==> run_1/density.png <==
25 x 25 tiles, from white (low) to dark blue (high), 0 to 100% covered.
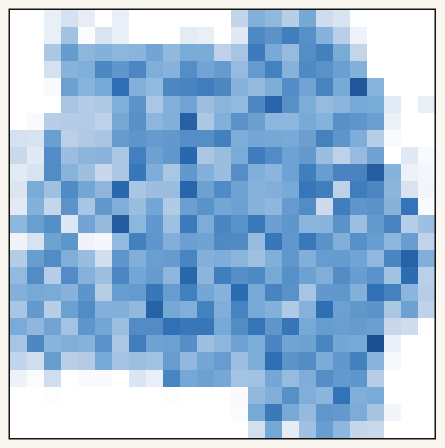
==> run_1/pins.png <==
Scale bar: 100 um. Pins as bars across the die edge, other pins in gray.
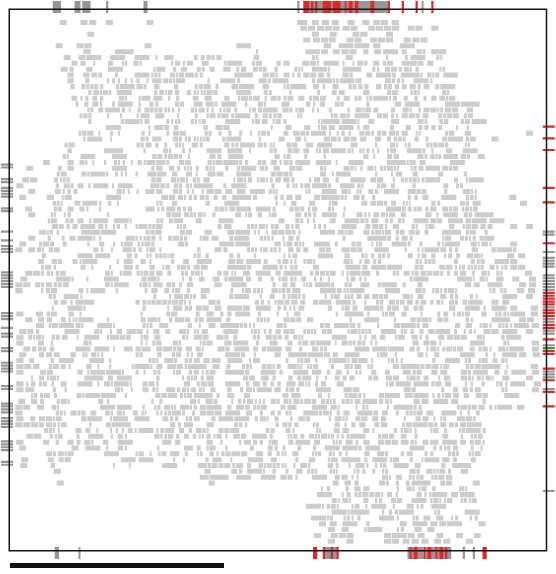
==> run_1/zoom.png <==
Region (178, 179) to (198, 199) um. Cells in gray, sequential cells in the stronger gray; small squares are vias.
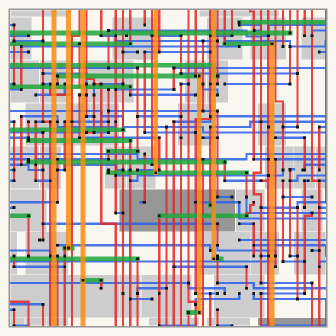
===== config.mk =====
export PLATFORM = sky130hd
export DESIGN_NAME = iter_divider_flat
export DESIGN_NICKNAME = d
export VERILOG_FILES = /design/src/rtl/iter_divider_if.sv /design/src/rtl/iter_divider.sv /design/src/flat_wrapper.sv
export SDC_FILE = /design/constraint.sdc
export NUM_CORES = 1
export LEC_CHECK = 0
export ABC_CLOCK_PERIOD_IN_PS = 8430
export CAP_MARGIN = 15
export CORE_AREA = 2 2 248 250
export CTS_BUF_LIST = sky130_fd_sc_hd__clkbuf_16
export CTS_CLUSTER_DIAMETER = 100
export DETAILED_ROUTE_END_ITERATION = 8
export DIE_AREA = 0 0 250 252
export HOLD_SLACK_MARGIN = 0.03
export PLACE_DENSITY = 0.62
export SKIP_CTS_REPAIR_TIMING = 1
export SYNTH_ARGS = -nofsm -noshare
export SYNTH_HDL_FRONTEND = slang
export SYNTH_SLANG_ARGS = --single-unit

===== constraint.sdc =====
create_clock -name clk -period 8.43 [get_ports clk]
set_input_delay 0.843 -clock clk [delete_from_list [all_inputs] [get_ports clk]]
set_output_delay 0.843 -clock clk [all_outputs]
set_load 0.05 [all_outputs]

===== src/rtl/iter_divider_if.sv =====
// Request/response bundle for iter_divider: operands and opcode in, busy/done/result out.
interface iter_divider_if #(parameter int unsigned SIZE = 64);
   logic            start;
   logic [SIZE-1:0] s1;
   logic [SIZE-1:0] s2;
   logic            signed_op;
   logic            rem_sel;
   logic            busy;
   logic            done;
   logic [SIZE-1:0] res;

   modport master (output start, s1, s2, signed_op, rem_sel, input busy, done, res);
   modport slave  (input start, s1, s2, signed_op, rem_sel, output busy, done, res);
endinterface


===== src/rtl/iter_divider.sv =====
// Radix-2 restoring divide/remainder unit (DIV/DIVU/REM/REMU), one quotient bit per cycle.
// Define DIV_REUSE_EN to keep the last result pair so a matching DIV/REM follow-up finishes at once.
module iter_divider #(
   parameter int unsigned SIZE = 64
) (
   input logic     clk,
   input logic     rst,
   iter_divider_if.slave bus
);
   localparam int unsigned CW = $clog2(SIZE + 1);

   typedef enum logic [1:0] {ST_IDLE, ST_DIV, ST_FIX, ST_DONE} state_t;

   state_t          state, state_nx;
   logic [SIZE-1:0] quo, rem, dvs, res_r;
   logic            neg_q, neg_r, rsel;
   logic [CW-1:0]   cnt;
   logic            div_zero, reuse_hit, last_iter;
   logic [SIZE:0]   trial;
   logic [SIZE-1:0] mag_s1, mag_s2, quo_fix, rem_fix, reuse_res;

   assign div_zero  = (bus.s2 == '0);
   assign mag_s1    = (bus.signed_op && bus.s1[SIZE-1]) ? -bus.s1 : bus.s1;
   assign mag_s2    = (bus.signed_op && bus.s2[SIZE-1]) ? -bus.s2 : bus.s2;
   assign trial     = {rem, quo[SIZE-1]} - {1'b0, dvs};
   assign last_iter = (cnt == CW'(SIZE - 1));
   assign quo_fix   = neg_q ? -quo : quo;
   assign rem_fix   = neg_r ? -rem : rem;

`ifdef DIV_REUSE_EN
   logic [SIZE-1:0] op_s1, op_s2, last_s1, last_s2, last_quo, last_rem;
   logic            op_signed, last_signed, last_valid;

   assign reuse_hit = last_valid && (bus.s1 == last_s1) && (bus.s2 == last_s2) &&
                      (bus.signed_op == last_signed);
   assign reuse_res = bus.rem_sel ? last_rem : last_quo;

   // Raw operands are parked until FIX so an aborted run never becomes a reuse candidate.
   always_ff @(posedge clk) begin
      if (rst) begin
         op_s1       <= '0;
         op_s2       <= '0;
         op_signed   <= 1'b0;
         last_s1     <= '0;
         last_s2     <= '0;
         last_signed <= 1'b0;
         last_quo    <= '0;
         last_rem    <= '0;
         last_valid  <= 1'b0;
      end else if ((state == ST_IDLE || state == ST_DONE) && bus.start) begin
         op_s1     <= bus.s1;
         op_s2     <= bus.s2;
         op_signed <= bus.signed_op;
      end else if (state == ST_FIX) begin
         last_s1     <= op_s1;
         last_s2     <= op_s2;
         last_signed <= op_signed;
         last_quo    <= quo_fix;
         last_rem    <= rem_fix;
         last_valid  <= 1'b1;
      end
   end
`else
   assign reuse_hit = 1'b0;
   assign reuse_res = '0;
`endif

   always_ff @(posedge clk) begin
      if (rst) state <= ST_IDLE;
      else     state <= state_nx;
   end

   always_comb begin
      state_nx = state;
      bus.busy = 1'b0;
      bus.done = 1'b0;
      unique case (state)
         ST_IDLE, ST_DONE: begin
            bus.done = (state == ST_DONE);
            if (bus.start) state_nx = (div_zero || reuse_hit) ? ST_DONE : ST_DIV;
            else           state_nx = ST_IDLE;
         end
         ST_DIV: begin
            bus.busy = 1'b1;
            if (last_iter) state_nx = ST_FIX;
         end
         ST_FIX: begin
            bus.busy = 1'b1;
            state_nx = ST_DONE;
         end
         default: state_nx = ST_IDLE;
      endcase
   end

   always_ff @(posedge clk) begin
      if (rst) begin
         quo   <= '0;
         rem   <= '0;
         dvs   <= '0;
         res_r <= '0;
         neg_q <= 1'b0;
         neg_r <= 1'b0;
         rsel  <= 1'b0;
         cnt   <= '0;
      end else begin
         unique case (state)
            ST_IDLE, ST_DONE: begin
               if (bus.start) begin
                  rsel  <= bus.rem_sel;
                  neg_q <= bus.signed_op & (bus.s1[SIZE-1] ^ bus.s2[SIZE-1]);
                  neg_r <= bus.signed_op & bus.s1[SIZE-1];
                  dvs   <= mag_s2;
                  quo   <= mag_s1;
                  rem   <= '0;
                  cnt   <= '0;
                  if (div_zero)       res_r <= bus.rem_sel ? bus.s1 : '1;
                  else if (reuse_hit) res_r <= reuse_res;
               end
            end
            ST_DIV: begin
               // A set trial[SIZE] is the borrow: keep the shifted remainder, quotient bit 0.
               rem <= trial[SIZE] ? {rem[SIZE-2:0], quo[SIZE-1]} : trial[SIZE-1:0];
               quo <= {quo[SIZE-2:0], ~trial[SIZE]};
               cnt <= cnt + CW'(1);
            end
            ST_FIX: begin
               quo   <= quo_fix;
               rem   <= rem_fix;
               res_r <= rsel ? rem_fix : quo_fix;
            end
            default: ;
         endcase
      end
   end

   assign bus.res = res_r;
endmodule


===== src/flat_wrapper.sv =====
// flat-port wrapper written by rule: the top's interface ports become plain ports
module iter_divider_flat 
#(
   parameter int unsigned SIZE = 64
)
  (clk, rst, bus_start, bus_s1, bus_s2, bus_signed_op, bus_rem_sel, bus_busy, bus_done, bus_res);
  iter_divider_if #(.SIZE(SIZE)) bus_i ();
  input logic clk;
  input logic rst;
  input wire logic [$bits(bus_i.start)-1:0] bus_start;
  input wire logic [$bits(bus_i.s1)-1:0] bus_s1;
  input wire logic [$bits(bus_i.s2)-1:0] bus_s2;
  input wire logic [$bits(bus_i.signed_op)-1:0] bus_signed_op;
  input wire logic [$bits(bus_i.rem_sel)-1:0] bus_rem_sel;
  output wire logic [$bits(bus_i.busy)-1:0] bus_busy;
  output wire logic [$bits(bus_i.done)-1:0] bus_done;
  output wire logic [$bits(bus_i.res)-1:0] bus_res;
  assign bus_i.start = bus_start;
  assign bus_i.s1 = bus_s1;
  assign bus_i.s2 = bus_s2;
  assign bus_i.signed_op = bus_signed_op;
  assign bus_i.rem_sel = bus_rem_sel;
  assign bus_busy = bus_i.busy;
  assign bus_done = bus_i.done;
  assign bus_res = bus_i.res;
  iter_divider #(.SIZE(SIZE)) u_core (.clk(clk), .rst(rst), .bus(bus_i));
endmodule

==> qor.csv, run 1 <==
stage,metric,value,unit
status,run_status,"finished, final reports clean",
flow_run,cap_viol_max_count,0,
timing,report.final.slew_viol_count,0,
detailed_routing,viasPerCell,5.90,
place,gp_congestion,0.941,
grt,grt_util_met3,3.10,%
yosys,synth.ff_latch_count,268,
hold_path,worst_min_delay_path_class,flop to flop,
detailed_routing,route.detailed.drc,0,
layout,layout_top_cells_excl_fill_tap,"nor2_1 (363), a21oi_1 (299), nand2_1 (294)",
setup_path,timing.critical_path.arrival,5.27,ns
grt,grt_total_usage,25.0,%
yosys,edf_count,0,
yosys,ys_area,22100,um2
timing,min_period,4.80,ns
grt,grt_use_met1,36.0,%
floorplan,die_area,63000,um2
clocking,clock_tree.buffer_depth,3,
layout,sequential_cell_area,5370,um2
clocking,cts.root.buffer_cell,clkbuf_16,
clocking,cts-buffers-inserted,34,
floorplan,fp-row-count,90,
timing,final-setup-viol-count,0,
yosys,synth_top_area_share,24.3,%
timing,tns,0,ns
timing,max_clock_freq,208,MHz
floorplan,design.portCount,199,
grt,grt_pass1_vias,21782,
layout,final_cell_area,25500,um2
yosys,ys_seq_share,24.3,%
place,place_ws,3.32,ns
yosys,synth.cell_area,22100,um2
yosys,mappedNetlistNets,3298,
setup_path,cp-start-kind,flop,
detailed_routing,first_iter_violations,2346,
timing,final-hold-violation-count,0,
timing,fin_worst_skew,0.0168,ns
place,dp_hpwl,58.1,mm
layout,combGateArea,15500,um2
About density.png:
mean over tiles = 39%
tiles over 75% full = 2.4%
fullest tile = 87%
Core Region: 60100 um2
Core Util, Final: 42.4%
fraction of the core area occupied by cells at floorplan: 36.7%

About pins.png:
red -> `bus_res`  # pins 64, direction output, edge 24 top, 23 right, 17 bottom
green -> `bus_rem_sel`  # pins 1, direction input, edge right
die x size: 250 um
number of port buffers: 198

About zoom.png:
blue -> met1
orange -> met4
red -> met2
green -> met3
cells with their middle in the window = 33
sequential cells in the window = 1
netlist names of flops here include = `u_core.quo` (1)
most frequent = a21oi_1 (6), nand2_1 (4), xnor2_1 (3)

[run 1: final cells by class]
type / instances / area share [%]
clock buffer: 35 / 3.44
multi-input combinational: 2486 / 60.8
sequential: 268 / 21.1
clock inverter: 26 / 0.442
timing repair buffer: 232 / 8.78
inverter: 107 / 1.58
tap: 782 / 3.84
[run 1: worst paths after layout]
check | to | cells past startpoint | slack [ns] | startpoint
worst min-delay path | u_core.dvs[41]$_SDFFE_PP0P_ | 2 | 0.45 | u_core.dvs[41]$_SDFFE_PP0P_
worst max register to register | u_core.rem[46]$_SDFFE_PP0P_ | 14 | 3.63 | u_core.quo[63]$_SDFFE_PP0P_
worst min register to register | u_core.dvs[41]$_SDFFE_PP0P_ | 2 | 0.45 | u_core.dvs[41]$_SDFFE_PP0P_
worst max-delay path | u_core.rem[46]$_SDFFE_PP0P_ | 14 | 3.63 | u_core.quo[63]$_SDFFE_PP0P_
[run 1: cell usage after synthesis, types with 33 or more instances]
library cell,n
a211oi_1,97
a21o_1,55
a21oi_1,299
a221oi_1,37
a31oi_1,33
clkbuf_1,206
dfxtp_1,268
ha_1,72
inv_1,106
mux2i_1,44
nand2_1,296
nand3_1,55
nor2_1,367
nor3_1,83
o21ai_0,208
o221ai_1,33
o22ai_1,46
o31ai_1,58
or3_1,62
xnor2_1,150
xor2_1,121
[run 1: per-layer routing]
layer | vias up | share of wire (%)
li1 | 11425 | -
met1 | 10628 | 47
met2 | 1005 | 42
met3 | 168 | 7.6
met4 | 0 | 3.6
met5 | - | 0
[run 1: registers in the layout, indices dropped and copies added, names as in the netlist]
signal	flops
u_core.cnt	7
u_core.state	2
u_core.rem	64
u_core.dvs	64
u_core.quo	64
u_core.rsel	1
u_core.neg_r	1
u_core.bus.res	64
u_core.neg_q	1
[run 1: report_power, final]
part           total, mW  switching [mW]  internal [mW]
registers           1.81           0.285           1.53
logic               3.18            2.11           1.07
clock network       1.35           0.600          0.749
total               6.34            3.00           3.35
[run 1: worst max-delay path: stages, from the launching register on]
cell       delay [ns]
dfxtp_1          0.47
inv_1            0.08
ha_1             0.21
fa_1             0.41
nor2b_1          0.22
o31ai_1          0.16
a211oi_1         0.30
o2111ai_1        0.23
a211oi_1         0.45
o211a_1          0.23
o221a_4          0.51
buf_4            0.58
nand2_1          0.41
o32a_1           0.39
o21ai_0          0.07
[run 1: metrics by stage]
step / util [%] / std cells
after global placement: 40.7 / 3875
final: 42.4 / 3936
after CTS: 42.4 / 3936
after floorplan: - / 3092
after detailed placement: 40.7 / 3875
after global routing: 42.4 / 3936
[run 1: cell families (layout without fill, tap and decap cells)]
family,after synthesis,in the layout,synth area share [%]
AND-OR/OR-AND,1051,1051,30.9
multiplexers,53,53,2.45
flip-flops,268,268,24.3
buffers and inverters,338,400,5.82
adder cells (fa/ha/maj),73,73,4.17
AND/OR/NAND/NOR,1038,1038,21.6
XOR/XNOR,271,271,10.8
==> run 2: changes to the inputs <==
--- a/config.mk
+++ b/config.mk
@@ -5,7 +5,7 @@
 export SDC_FILE = /design/constraint.sdc
 export NUM_CORES = 1
 export LEC_CHECK = 0
-export ABC_CLOCK_PERIOD_IN_PS = 8430
+export ABC_CLOCK_PERIOD_IN_PS = 4470
 export CAP_MARGIN = 15
 export CORE_AREA = 2 2 248 250
 export CTS_BUF_LIST = sky130_fd_sc_hd__clkbuf_16
==> constraint.sdc (replaced) <==
create_clock -name clk -period 4.47 [get_ports clk]
set_input_delay 0.447 -clock clk [delete_from_list [all_inputs] [get_ports clk]]
set_output_delay 0.447 -clock clk [all_outputs]
set_load 0.05 [all_outputs]
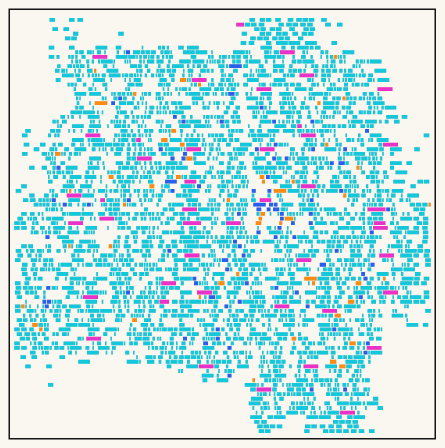
(run_2/drive_strength.png)
orange -> drive 2  # cells 52
blue -> drive 3 to 4  # cells 93
cyan -> drive 1 or less  # cells 3013
magenta -> drive 6 and up  # cells 44
area added between synthesis and finish: 17.5%
Non-Clock Buffer Count: 281

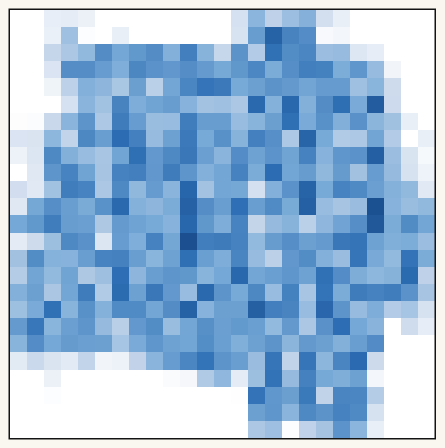
(run_2/density.png)
25 x 25 tiles, from white (low) to dark blue (high), 0 to 100% covered.
tiles over 75% full = 4.3%
fullest tile = 87%
mean over tiles = 40%
densest ninth of the die = center
nearly empty tiles = 20%
emptiest ninth of the die = lower left
Core Util, Final: 43.1%

==> run 2 against run 1 <==
Cell count grew 1.3%. Area after synthesis stayed put. Sequential share of layout area fell by 0.38 points. Global-route usage shrank 0.12 points. Worst setup slack worse by 3.3 ns. Sequential power up about 90%. Count of clock-buffer cells in the layout fell by 1.
==> qor.csv, run 2 <==
stage,metric,value,unit
detailed_routing,route.detailed.drc,0,
floorplan,design.portCount,199,
clocking,cts-buffers-inserted,34,
yosys,yosysMostFrequentCell,nor2_1,
grt,grt_total_usage,24.9,%
clocking,cts.root.buffer_cell,clkbuf_16,
setup_path,crit_reg_reg_startpoint,u_core.quo[16]$_SDFFE_PP0P_,
yosys,mappedNetlistNets,3298,
timing,tns,0,ns
yosys,synth.ff_latch_count,268,
detailed_routing,viasPerCell,5.92,
yosys,edf_count,0,
status,run_status,"finished, final reports clean",
timing,final-hold-violation-count,0,
yosys,synth.cell_area,22100,um2
setup_path,timing.critical_path.arrival,4.55,ns
grt,grt_use_met1,36.0,%
hold_path,min-delay-start,bus_start,
floorplan,core,60100,um2
grt,grt_util_met3,3.71,%
hold_path,worst_min_delay_path_class,primary input to flop,
place,number_of_port_buffers,198,
flow_run,cap_viol_max_count,0,
timing,max_clock_freq,241,MHz
layout,combGateArea,15500,um2
timing,fin_worst_skew,0.0255,ns
setup_path,path_cells,"or4_1, nor4b_1, or4b_1, or4_4, or3_1, nand2b_1, o21a_1, or2_0, a221oi_1, nor3_1",
layout,sequential_cell_area,5370,um2
setup_path,startpoint,u_core.quo[16]$_SDFFE_PP0P_,
floorplan,die.size.x,250,um
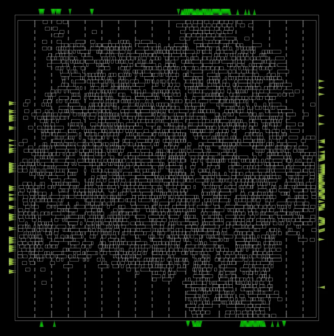
(run_2/final_placement.png)
number of well-tap cells placed: 782
fillcell total: 6295
share of cell area taken by flip-flops and latches: 20.7%
num rows: 90

==> run 2: cell counts after synthesis <==
No cell type changed its count.
==> run 2: routing by layer <==
metal / up-vias / part of all wire [%]
li1: 11535 / -
met1: 10855 / 46
met2: 1045 / 42
met3: 146 / 8.6
met4: 0 / 3.2
met5: - / 0
==> run 2: final timing paths <==
path / to / slack, ns / depth (start not counted)
worst min-delay path: u_core.state[1]$_SDFFE_PP0P_ / 0.35 / 3
worst max-delay path: u_core.quo[61]$_SDFFE_PP0P_ / 0.32 / 10
worst min register to register: u_core.bus.res[56]$_SDFFE_PP0P_ / 0.45 / 1
worst max register to register: u_core.quo[61]$_SDFFE_PP0P_ / 0.32 / 10
==> run 2: critical path: cells and delay by family (launching register included) <==
family / cells / cell delay [ns]
compound gates: 2 / 0.49
flops: 1 / 0.37
simple gates: 8 / 3.11
==> run 2: area by class of cell <==
type	instances	share of cell area, %
multi-input combinational	2486	59.7
sequential	268	20.7
timing repair buffer	281	10.2
tap	782	3.77
clock buffer	34	3.28
inverter	107	1.55
clock inverter	26	0.762
antenna	2	0.0193
==> run 2: metrics by stage <==
step	power (mW)	instances	worst slack (ns)
6_report	12.2	3986	0.322
5_1_grt	12.9	3985	0.134
4_1_cts	12.1	3984	0.349
3_5_place_dp	9.39	3924	0.321
3_3_place_gp	9.38	3924	0.362
2_1_floorplan	7.50	3092	0.589
==> run 2: where the power goes <==
group	internal, mW	leakage [nW]	switching [mW]	total [mW]
registers	2.88	2.19	0.549	3.43
logic	2.07	7.30	3.98	6.06
clock network	1.51	0.535	1.17	2.69
==> run 2: logic make-up (layout without fill, tap and decap cells) <==
| group | count (synthesis) | in the layout | share of synthesized area, % |
|---|---|---|---|
| other | 0 | 2 | 0 |
| muxes | 53 | 53 | 2.45 |
| xor gates and xnor gates | 271 | 271 | 10.8 |
| and+or+nand+nor | 1038 | 1038 | 21.6 |
| adders and majority gates | 73 | 73 | 4.17 |
| AOI/OAI and AO/OA | 1051 | 1051 | 30.9 |
| buffers and inverters | 338 | 448 | 5.82 |
| DFF | 268 | 268 | 24.3 |
No activity file was given, so power comes from the tool's default toggle rates.
